==> src/rtl/multicycle_ctrl.sv <==
// rtl/multicycle_ctrl.sv - multi-cycle RV32I control FSM with memory timeout, trap and perf counters
//
// Sequences FETCH -> DECODE -> EXEC -> [MEM] -> [WB] for each instruction and
// drives the shared-datapath select/enable lines. Memory waits are bounded by
// MEM_TIMEOUT; illegal instructions and memory timeouts park the FSM in TRAP
// until reset.
//
// Optional feature macro: CTRL_PERF_CNT_EN (cycle/instret counters; tied to 0
// and flop-free when undefined).
//
// Parameters:
//   MEM_TIMEOUT  max wait cycles for mem_ack in FETCH/MEM (0 = no timeout)
//   CNT_W        performance counter width
// Ports:
//   clk, rst                  clock, synchronous active-high reset
//   opcode, funct3, funct7_5  instruction register fields instr[6:2], [14:12], [30]
//   br_eq, br_lt              branch comparator flags (valid in EXEC)
//   mem_ack                   memory completes current request
//   pc_we, pc_sel             PC write strobe, PC source (0 PC+4, 1 ALU)
//   ir_we                     instruction register load
//   imm_sel, a_sel, b_sel     immediate format and ALU operand selects
//   alu_sel                   ALU operation
//   mem_req, mem_rw           memory request, direction (1 = write)
//   reg_wen, wb_sel           regfile write enable, writeback source
//   br_un                     unsigned branch compare
//   state, trap, trap_cause   debug state, trap flag, trap cause
//   cycle_cnt, instret_cnt    performance counters

module multicycle_ctrl #(
  parameter int MEM_TIMEOUT = 16,
  parameter int CNT_W       = 32
) (
  input  logic             clk,
  input  logic             rst,
  input  logic [4:0]       opcode,
  input  logic [2:0]       funct3,
  input  logic             funct7_5,
  input  logic             br_eq,
  input  logic             br_lt,
  input  logic             mem_ack,
  output logic             pc_we,
  output logic             pc_sel,
  output logic             ir_we,
  output logic [2:0]       imm_sel,
  output logic             a_sel,
  output logic             b_sel,
  output logic [3:0]       alu_sel,
  output logic             mem_req,
  output logic             mem_rw,
  output logic             reg_wen,
  output logic [1:0]       wb_sel,
  output logic             br_un,
  output logic [2:0]       state,
  output logic             trap,
  output logic [1:0]       trap_cause,
  output logic [CNT_W-1:0] cycle_cnt,
  output logic [CNT_W-1:0] instret_cnt
);

  typedef enum logic [2:0] {
    S_FETCH  = 3'd0,
    S_DECODE = 3'd1,
    S_EXEC   = 3'd2,
    S_MEM    = 3'd3,
    S_WB     = 3'd4,
    S_TRAP   = 3'd5
  } state_t;

  localparam logic [4:0] OP_LOAD   = 5'b00000;
  localparam logic [4:0] OP_IMM    = 5'b00100;
  localparam logic [4:0] OP_AUIPC  = 5'b00101;
  localparam logic [4:0] OP_STORE  = 5'b01000;
  localparam logic [4:0] OP_REG    = 5'b01100;
  localparam logic [4:0] OP_LUI    = 5'b01101;
  localparam logic [4:0] OP_BRANCH = 5'b11000;
  localparam logic [4:0] OP_JALR   = 5'b11001;
  localparam logic [4:0] OP_JAL    = 5'b11011;

  localparam logic [2:0] IMM_UI   = 3'd0;
  localparam logic [2:0] IMM_LI   = 3'd1;
  localparam logic [2:0] IMM_SE05 = 3'd2;
  localparam logic [2:0] IMM_BR   = 3'd3;
  localparam logic [2:0] IMM_ST   = 3'd4;
  localparam logic [2:0] IMM_JP   = 3'd5;
  localparam logic [2:0] IMM_NONE = 3'd6;

  localparam logic [3:0] ALU_ADD  = 4'h0;
  localparam logic [3:0] ALU_SUB  = 4'h1;
  localparam logic [3:0] ALU_SLT  = 4'h2;
  localparam logic [3:0] ALU_SLTU = 4'h3;
  localparam logic [3:0] ALU_XOR  = 4'h4;
  localparam logic [3:0] ALU_OR   = 4'h5;
  localparam logic [3:0] ALU_AND  = 4'h6;
  localparam logic [3:0] ALU_SLL  = 4'h7;
  localparam logic [3:0] ALU_SRL  = 4'h8;
  localparam logic [3:0] ALU_SRA  = 4'h9;
  localparam logic [3:0] ALU_LUI  = 4'hA;

  localparam logic [1:0] WB_PC  = 2'd0;
  localparam logic [1:0] WB_ALU = 2'd1;
  localparam logic [1:0] WB_LD  = 2'd2;

  localparam logic [1:0] CAUSE_ILLEGAL = 2'd1;
  localparam logic [1:0] CAUSE_TIMEOUT = 2'd2;

  // Counter must be able to hold MEM_TIMEOUT itself; keep at least one bit
  // so a disabled timeout still elaborates.
  localparam int              WAIT_W   = (MEM_TIMEOUT > 0) ? $clog2(MEM_TIMEOUT + 1) : 1;
  localparam logic [WAIT_W-1:0] WAIT_MAX = WAIT_W'(MEM_TIMEOUT);

  state_t            state_q;
  logic [WAIT_W-1:0] wait_cnt;
  logic [1:0]        cause_q;

  logic is_reg, is_imm, is_load, is_store, is_branch;
  logic is_jal, is_jalr, is_lui, is_auipc, legal;
  logic timeout_hit;

  logic [2:0] dp_imm;
  logic       dp_a, dp_b;
  logic [3:0] dp_alu;
  logic [1:0] dp_wb;
  logic       dp_br_un;
  logic       taken;

  // ---------------------------------------------------------------
  // Instruction classification
  // ---------------------------------------------------------------
  assign is_reg    = (opcode == OP_REG);
  assign is_imm    = (opcode == OP_IMM);
  assign is_load   = (opcode == OP_LOAD);
  assign is_store  = (opcode == OP_STORE);
  assign is_branch = (opcode == OP_BRANCH);
  assign is_jal    = (opcode == OP_JAL);
  assign is_jalr   = (opcode == OP_JALR);
  assign is_lui    = (opcode == OP_LUI);
  assign is_auipc  = (opcode == OP_AUIPC);

  // Branch funct3 010/011 are unassigned encodings.
  assign legal = is_reg | is_imm | is_load | is_store | is_jal | is_jalr |
                 is_lui | is_auipc | (is_branch && (funct3[2:1] != 2'b01));

  // wait_cnt only ever reaches WAIT_MAX in FETCH/MEM.
  assign timeout_hit = (MEM_TIMEOUT != 0) && (wait_cnt == WAIT_MAX);

  // ---------------------------------------------------------------
  // Datapath selects derived from the IR fields
  // ---------------------------------------------------------------
  always_comb begin
    dp_imm   = IMM_NONE;
    dp_a     = 1'b0;
    dp_b     = 1'b0;
    dp_alu   = ALU_ADD;
    dp_wb    = WB_ALU;
    dp_br_un = 1'b0;
    taken    = 1'b0;

    if (is_reg || is_imm) begin
      dp_b = is_imm;
      if (is_imm)
        dp_imm = ((funct3 == 3'b001) || (funct3 == 3'b101)) ? IMM_SE05 : IMM_LI;
      case (funct3)
        3'b000:  dp_alu = (is_reg && funct7_5) ? ALU_SUB : ALU_ADD; // ADDI has no SUB form
        3'b001:  dp_alu = ALU_SLL;
        3'b010:  dp_alu = ALU_SLT;
        3'b011:  dp_alu = ALU_SLTU;
        3'b100:  dp_alu = ALU_XOR;
        3'b101:  dp_alu = funct7_5 ? ALU_SRA : ALU_SRL;
        3'b110:  dp_alu = ALU_OR;
        default: dp_alu = ALU_AND;
      endcase
    end

    if (is_load) begin
      dp_imm = IMM_LI;
      dp_b   = 1'b1;
      dp_wb  = WB_LD;
    end

    if (is_store) begin
      dp_imm = IMM_ST;
      dp_b   = 1'b1;
    end

    if (is_branch) begin
      // ALU computes the target PC + imm while the comparator decides.
      dp_imm   = IMM_BR;
      dp_a     = 1'b1;
      dp_b     = 1'b1;
      dp_br_un = funct3[1];
      case (funct3)
        3'b000:         taken = br_eq;
        3'b001:         taken = !br_eq;
        3'b100, 3'b110: taken = br_lt;
        3'b101, 3'b111: taken = !br_lt;
        default:        taken = 1'b0;
      endcase
    end

    if (is_jal) begin
      dp_imm = IMM_JP;
      dp_a   = 1'b1;
      dp_b   = 1'b1;
      dp_wb  = WB_PC;
    end

    if (is_jalr) begin
      dp_imm = IMM_LI;
      dp_b   = 1'b1;
      dp_wb  = WB_PC;
    end

    if (is_lui) begin
      dp_imm = IMM_UI;
      dp_b   = 1'b1;
      dp_alu = ALU_LUI;
    end

    if (is_auipc) begin
      dp_imm = IMM_UI;
      dp_a   = 1'b1;
      dp_b   = 1'b1;
    end
  end

  // ---------------------------------------------------------------
  // State machine
  // ---------------------------------------------------------------
  always_ff @(posedge clk) begin
    if (rst) begin
      state_q  <= S_FETCH;
      wait_cnt <= '0;
      cause_q  <= 2'd0;
    end else begin
      case (state_q)
        S_FETCH: begin
          // mem_ack wins over a timeout in the same cycle.
          if (mem_ack) begin
            state_q  <= S_DECODE;
            wait_cnt <= '0;
          end else if (timeout_hit) begin
            state_q <= S_TRAP;
            cause_q <= CAUSE_TIMEOUT;
          end else if (MEM_TIMEOUT != 0) begin
            wait_cnt <= wait_cnt + WAIT_W'(1);
          end
        end

        S_DECODE: begin
          wait_cnt <= '0;
          if (legal) begin
            state_q <= S_EXEC;
          end else begin
            state_q <= S_TRAP;
            cause_q <= CAUSE_ILLEGAL;
          end
        end

        S_EXEC: begin
          wait_cnt <= '0;
          if (is_branch)
            state_q <= S_FETCH;
          else if (is_load || is_store)
            state_q <= S_MEM;
          else
            state_q <= S_WB;
        end

        S_MEM: begin
          if (mem_ack) begin
            state_q  <= is_load ? S_WB : S_FETCH;
            wait_cnt <= '0;
          end else if (timeout_hit) begin
            state_q <= S_TRAP;
            cause_q <= CAUSE_TIMEOUT;
          end else if (MEM_TIMEOUT != 0) begin
            wait_cnt <= wait_cnt + WAIT_W'(1);
          end
        end

        S_WB: begin
          wait_cnt <= '0;
          state_q  <= S_FETCH;
        end

        S_TRAP: begin
          wait_cnt <= '0;
        end

        default: begin
          wait_cnt <= '0;
          state_q  <= S_FETCH;
        end
      endcase
    end
  end

  // ---------------------------------------------------------------
  // Control outputs
  // ---------------------------------------------------------------
  always_comb begin
    pc_we   = 1'b0;
    pc_sel  = 1'b0;
    ir_we   = 1'b0;
    mem_req = 1'b0;
    mem_rw  = 1'b0;
    reg_wen = 1'b0;
    imm_sel = IMM_NONE;
    a_sel   = 1'b0;
    b_sel   = 1'b0;
    alu_sel = ALU_ADD;
    wb_sel  = WB_ALU;
    br_un   = 1'b0;

    // Selects are held from DECODE through WB so the ALU result stays
    // stable for the PC/regfile writes at the end of the instruction.
    if (state_q inside {S_DECODE, S_EXEC, S_MEM, S_WB}) begin
      imm_sel = dp_imm;
      a_sel   = dp_a;
      b_sel   = dp_b;
      alu_sel = dp_alu;
      wb_sel  = dp_wb;
      br_un   = dp_br_un;
    end

    case (state_q)
      S_FETCH: begin
        mem_req = 1'b1;
        ir_we   = mem_ack;
      end
      S_EXEC: begin
        if (is_branch) begin
          pc_we  = 1'b1;
          pc_sel = taken;
        end
      end
      S_MEM: begin
        mem_req = 1'b1;
        mem_rw  = is_store;
        pc_we   = is_store && mem_ack;
      end
      S_WB: begin
        reg_wen = 1'b1;
        pc_we   = 1'b1;
        pc_sel  = is_jal || is_jalr;
      end
      default: begin
      end
    endcase

    // Reset aborts the instruction: no side effects while rst is high.
    if (rst) begin
      pc_we   = 1'b0;
      ir_we   = 1'b0;
      mem_req = 1'b0;
      reg_wen = 1'b0;
    end
  end

  assign state      = state_q;
  assign trap       = (state_q == S_TRAP);
  assign trap_cause = cause_q;

  // ---------------------------------------------------------------
  // Performance counters
  // ---------------------------------------------------------------
`ifdef CTRL_PERF_CNT_EN
  logic [CNT_W-1:0] cycle_q;
  logic [CNT_W-1:0] instret_q;

  always_ff @(posedge clk) begin
    if (rst) begin
      cycle_q   <= '0;
      instret_q <= '0;
    end else begin
      cycle_q <= cycle_q + CNT_W'(1);
      if (pc_we)
        instret_q <= instret_q + CNT_W'(1);
    end
  end

  assign cycle_cnt   = cycle_q;
  assign instret_cnt = instret_q;
`else
  assign cycle_cnt   = '0;
  assign instret_cnt = '0;
`endif

endmodule

==> config.mk <==
export PLATFORM = sky130hd
export DESIGN_NAME = multicycle_ctrl
export DESIGN_NICKNAME = d
export VERILOG_FILES = /design/src/rtl/multicycle_ctrl.sv
export SDC_FILE = /design/constraint.sdc
export NUM_CORES = 1
export LEC_CHECK = 0
export CORE_ASPECT_RATIO = 1.1
export CORE_MARGIN = 3
export CORE_UTILIZATION = 39
export DETAILED_ROUTE_END_ITERATION = 10
export GPL_TIMING_DRIVEN = 0
export PLACE_DENSITY = 0.94
export SLEW_MARGIN = 20
export SYNTH_ARGS = -nofsm -noshare
export SYNTH_HDL_FRONTEND = slang
export SYNTH_SLANG_ARGS = --single-unit
==> constraint.sdc <==
create_clock -name clk -period 5.67 [get_ports clk]
set_clock_uncertainty 0.05 [all_clocks]
set_input_delay 1.701 -clock clk [delete_from_list [all_inputs] [get_ports clk]]
set_output_delay 1.701 -clock clk [all_outputs]
set_load 0.005 [all_outputs]
==> run_1/cell_classes.png <==
Bar = 20 um.
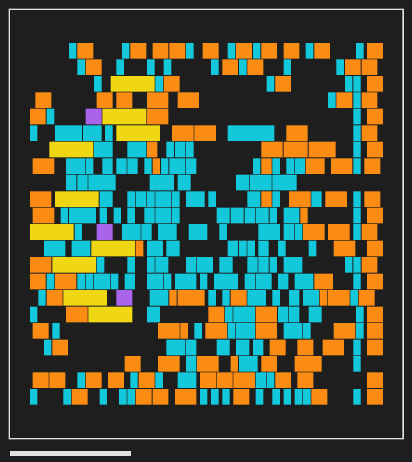
legend:
  all other logic:
    colour: cyan
    cells: 188
    share_of_their_area: 47%
  cells driving clock nets:
    colour: purple
    cells: 3
    share_of_their_area: 1.1%
  flops:
    colour: yellow
    cells: 10
    share_of_their_area: 9.5%
  other buffers and delay cells:
    colour: orange
    cells: 110
    share_of_their_area: 42%
cell area after layout: 0.00217 mm^2
final core occ: 62.2%
fraction of area in registers: 9.21%
num rows: 22

==> run_1/metal_stack.png <==
Bar = 20 um. Only two layers are drawn.
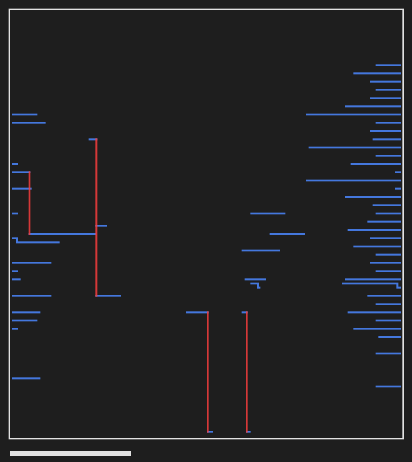
legend:
  met3:
    colour: blue
    wire_length: 318 um
  met4:
    colour: red
    wire_length: 75.5 um
DR vias: 1520
wirelength, routed: 3710 um
wire per inst: 10.3 um

==> results.toml, run 1 <==
# implementation run metrics
[worst_setup_path]
cp-startpoint = "opcode[4]"
reg2reg_setup_slack_ns = 3.88
reg2reg_from = "wait_cnt[0]$_SDFFE_PP0N_"
worstPathRequired_ns = 3.92
cp_max_fo = 10
rr_endpoint = "state[2]$_SDFFE_PP0N_"
crit_type = "primary input to output port"
critPathCaptureType = "output port"

[power_and_ir_drop]
p_per_area_mw_per_mm2 = 118
leakage_nw = 1.09
power.share.switching_pct = 34.8
pwr-share-comb_pct = 51.5
seq_power_share_pct = 29.9
p_sw_mw = 0.0894
power_leader = "combinational logic"
comb_power_mw = 0.132

[die]
die_area_mm2 = 0.00458
tap_cells = 48
die.size.y_um = 70.6
die_x_um = 64.8
initCoreUtil_pct = 42.4

[synth]
adder_share_pct = 1.69
yosysChipArea_mm2 = 0.00148
synth.distinct_cells = 45
ys_seq_share_pct = 13.5
yosys_warnings = 0
synthCells = 210
ys_cells = 210
edf_count = 0
top_area_share_pct = 32.4
synth_flop_count = 10
synthTopLogicFamily = "buffers and inverters"
synth.largest_area_cell = "buf_4"
async_reset_ff_share_pct = 0
mappedNetlistArea_mm2 = 0.00148
flop_cell = "dfxtp_1"
ys_sh_mux_pct = 1.44
synth.avg_cell_area_um2 = 7.05

[placed_design]
place_congestion = 0.873
place_worst_setup_slack_ns = -0.0718
dp_cells = 356
hpwl_um = 3100

[routing]
drt_iter0_markers = 44
wl_met2_um = 1930
dr.pass1.iters = 4
wl_met3_um = 317
wirelength_met1_um = 1390
topRoutingLayerUsed = "met4"

[clock_network]
cts_made_buffers = 3
cts_tree = "done"
clk_path_buf_depth = 2
worstSkewPairLatency_ns = 0.27
cts_setup_buffers = 0
clk_pin_slew_worst_paths_ns = 0.06
cts_max_level = 1

[layout]
flops = 10
dominant_cells = "combinational gates"
diodes = 0
syn_to_final_growth_pct = 46.7
clkbuf_count = 3
clk_share_pct = 1.04
drive_gt1_share_pct = 24.4
layout.area.comb_um2 = 983
bufAreaShareNonClock_pct = 40.9
nMultiInputCombCells = 183
buffers_excl_clock = 110

[global_routing]
antenna_found_initial = 0
grt_max_degree = 11
overflow = 0
grt_pass1_wl_um = 5800
grt_pass1_vias = 1339

[sta]
setup_viol_count_final = 0
report.final.hold_viol_count = 0
fin_crit_ns = 5.51
maxClockFrequency_mhz = 181

[worst_hold_path]
min_to = "trap_cause[0]$_SDFFE_PP0P_"

[run_status]
run_status = "complete, no violations"

[job]
cap_viol_max_count = 0
==> run_1/registers.png <==
Bar = 20 um. Other cells in grey.
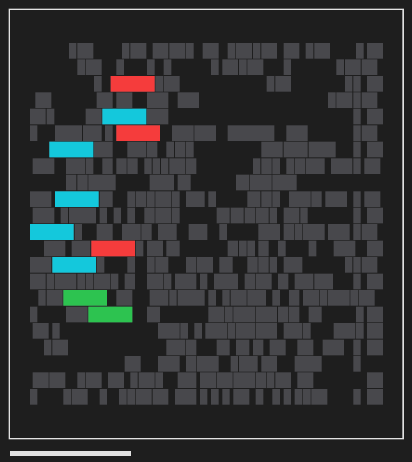
legend:
  state:
    colour: red
    placed_flops: 3
  wait_cnt:
    colour: cyan
    placed_flops: 5
    where: west
  trap_cause:
    colour: green
    placed_flops: 2
Sequential Area: 200 um^2
sequential power: 0.0768 mW

==> run_1/gate_families.png <==
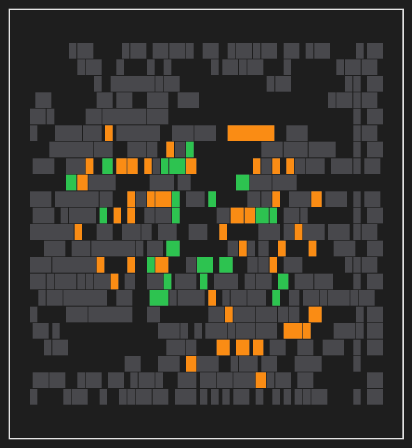
legend:
  NOR gates:
    colour: orange
    cells: 42
  NAND gates:
    colour: green
    cells: 21
Comb/total area: 45.3%
final non-filler cell total: 359

## run 1: layout by cell type (no fill, tap or decap), types with 2 or more instances in the layout
master	n
a211oi_1	3
a21o_1	2
a21oi_1	11
a31oi_1	2
and4b_1	2
buf_4	64
clkbuf_1	7
clkbuf_2	2
clkbuf_4	3
clkdlybuf4s50_1	30
conb_1	64
dfxtp_1	10
dlygate4sd2_1	2
dlymetal6s2s_1	3
ha_1	2
inv_1	5
nand2_1	11
nand2b_1	3
nand3_1	3
nand3b_1	2
nor2_1	25
nor2b_1	4
nor3_1	9
o21ai_0	6
xnor2_1	6
xor2_1	5
## run 1: per-layer routing
| metal | up-vias | global-route usage, % |
|---|---|---|
| li1 | 784 | - |
| met1 | 658 | 17.0 |
| met2 | 69 | 27.8 |
| met3 | 9 | 2.54 |
| met4 | 0 | 6.34 |
| met5 | - | 0 |
## run 1: critical path, stage by stage
cell             delay, ns
clkdlybuf4s50_1       0.44
clkbuf_2              0.21
nor3_1                0.42
a21oi_1               0.13
nor2_1                0.12
a221oi_1              0.06
nor3_1                0.14
clkdlybuf4s50_1       0.53
## run 1: cells in the mapped netlist (all sizes together), types with 3 or more instances
master,n
a211oi,3
a21oi,11
buf,66
clkbuf,9
dfxtp,10
inv,5
nand2,11
nand2b,3
nand3,3
nor2,25
nor2b,4
nor3,9
o21ai,6
xnor2,6
xor2,5
## run 1: what timing repair did
action	in CTS	in global routing
pin swaps	0	1
cloned	0	0
endpoints found under the setup margin	1	2
gates resized	2	9
## run 1: flip-flops by register name (all words and copies together), names as in the netlist
name	cells
state	3
trap_cause	2
wait_cnt	5
## Run 2: what changed since run 1
Settings changed: SETUP_SLACK_MARGIN from default to 0.2, SKIP_LAST_GASP from default to 1.
==> run_2/registers.png <==
Bar = 20 um. Other cells in grey.
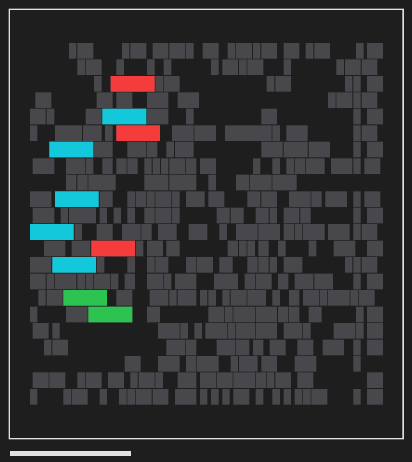
legend:
  state:
    colour: red
    placed_flops: 3
  wait_cnt:
    colour: cyan
    placed_flops: 5
    where: west
  trap_cause:
    colour: green
    placed_flops: 2
final core occ: 63.0%
fraction of area in registers: 9.09%

==> run 2 against run 1 <==
  * Die size unchanged
  * Critical path depth down 1
  * Setup slack gained 0.091 ns
  * Clock-buffer cell count unchanged
  * Maximum frequency increased by 1.7%
  * Cell count rose by 0.56%
  * Wire length grew 2.7%
  * Final area up 1.4%
  * Utilization rose by 0.86 points
  * Synthesized cell count stayed put
  * Sequential power hardly changed
  * Critical path type unchanged
  * Critical endpoint is now pc_we
  * Largest cell class unchanged
==> results.toml, run 2 <==
# implementation run metrics
[run_status]
run_status = "complete, no violations"

[layout]
layout_top_cell = "buf_4"
syn_to_final_growth_pct = 48.7
fillers = 319
largest_register_ffs = 5
final-instance-count-excl-fill = 361
final_cell_mix = "buf_4 (67), conb_1 (64), clkdlybuf4s50_1 (32)"
regMostFlops = "wait_cnt"
finalInstanceArea_mm2 = 0.00220
diodes = 0
regArea_um2 = 200

[sta]
maxClockFrequency_mhz = 184
maxSlewViolCount = 0
report.final.hold_viol_count = 0
setup_viol_count_final = 0

[power_and_ir_drop]
seq_power_share_pct = 29.6
p_total_mw = 0.259
p_per_area_mw_per_mm2 = 118
pg_seq_mw = 0.0768
pwr-share-comb_pct = 52.0
leakage_nw = 1.08
comb_power_mw = 0.135
p_sw_mw = 0.0905
power.share.switching_pct = 34.9

[synth]
yosysChipArea_mm2 = 0.00148
synth_flop_count = 10
synthCells = 210
mappedNetlistArea_mm2 = 0.00148
synth.distinct_cells = 45
synth.most_common_cell = "buf_4"
yosys_warnings = 0
edf_count = 0
flop_cell = "dfxtp_1"
synth.largest_area_cell = "buf_4"
synth.avg_cell_area_um2 = 7.05
ys_seq_share_pct = 13.5
common_cells = "buf_4 (64), nor2_1 (25), a21oi_1 (11), nand2_1 (11), dfxtp_1 (10)"

[worst_setup_path]
worstPathRequired_ns = 3.92
critPathCaptureType = "output port"
reg2reg_setup_slack_ns = 3.88
cp_max_fo = 4
crit_type = "primary input to output port"

[global_routing]
grtUsageMet2_pct = 28.2
gr-max-usage-layer = "met2"
grt_pass1_vias = 1349
overflow = 0
antenna_found_initial = 0
grt_pass1_wl_um = 5810
use_met3_pct = 2.54
grt_util_met1_pct = 16.7
grt_max_degree = 11

[placed_design]
place_congestion = 0.873
dp_cells = 356
hpwl_um = 3100
place_worst_setup_slack_ns = -0.0718

[routing]
wl_um = 3810
routedWlPerCell_um = 10.5
drt_iter0_markers = 42
wl_met2_um = 1950
wirelength_met1_um = 1400
via_count = 1541
wl_met3_um = 384
dr.pass1.iters = 4
topRoutingLayerUsed = "met4"

[clock_network]
cts_max_level = 1
cts_tree = "done"
worstSkewPairLatency_ns = 0.27
clk_path_buf_depth = 2
clk_pin_slew_worst_paths_ns = 0.06
cts_made_buffers = 3

[die]
initCoreUtil_pct = 42.4
die_x_um = 64.8
die.size.y_um = 70.6
die_area_mm2 = 0.00458
run 2: worst max-delay path, stage by stage:
cell and delay, ns:
clkdlybuf4s50_1 0.50, nand2_1 0.09, or4_4 0.46, o22ai_2 0.15
nand3b_1 0.10, a21oi_2 0.14, clkdlybuf4s50_1 0.52
run 2: logic make-up (layout without fill, tap and decap cells):
| family | after synthesis | count (layout) | share of synthesized area (%) |
|---|---|---|---|
| other | 1 | 64 | 0.253 |
| XOR/XNOR | 11 | 11 | 6.50 |
| AND/OR/NAND/NOR | 72 | 72 | 25.7 |
| adder cells (fa/ha/maj) | 2 | 2 | 1.69 |
| buffers and inverters | 80 | 120 | 37.1 |
| AND-OR/OR-AND | 32 | 32 | 13.9 |
| multiplexers | 2 | 2 | 1.44 |
| flip-flops | 10 | 10 | 13.5 |
run 2: cell type report:
| cell class | instances | share of cell area, % |
|---|---|---|
| repair buffers | 37 | 16.4 |
| plain buffers | 75 | 24.5 |
| inverters | 5 | 0.852 |
| clock buffers | 3 | 1.02 |
| well taps | 48 | 2.73 |
| flip-flops and latches | 10 | 9.09 |
| multi-input cells | 183 | 45.4 |
run 2: timing repair:
item | 4_1_cts | 5_1_grt
pin swaps | 1 | 1
hold buffers | 0 | 0
endpoints found under the setup margin | 5 | 6
gates resized | 6 | 13
gates cloned | 0 | 0
endpoints found under the hold margin | 0 | 0
setup buffers | 1 | 1
run 2: worst paths after layout:
path                                                 start                    endpoint  cells after the start
worst max-delay path                             opcode[4]                       pc_we                      7
worst min-delay path            trap_cause[0]$_SDFFE_PP0P_  trap_cause[0]$_SDFFE_PP0P_                      2
worst max register to register    wait_cnt[0]$_SDFFE_PP0N_       state[2]$_SDFFE_PP0N_                      6
worst min register to register  trap_cause[0]$_SDFFE_PP0P_  trap_cause[0]$_SDFFE_PP0P_                      2
Power and IR drop assume default switching activity.
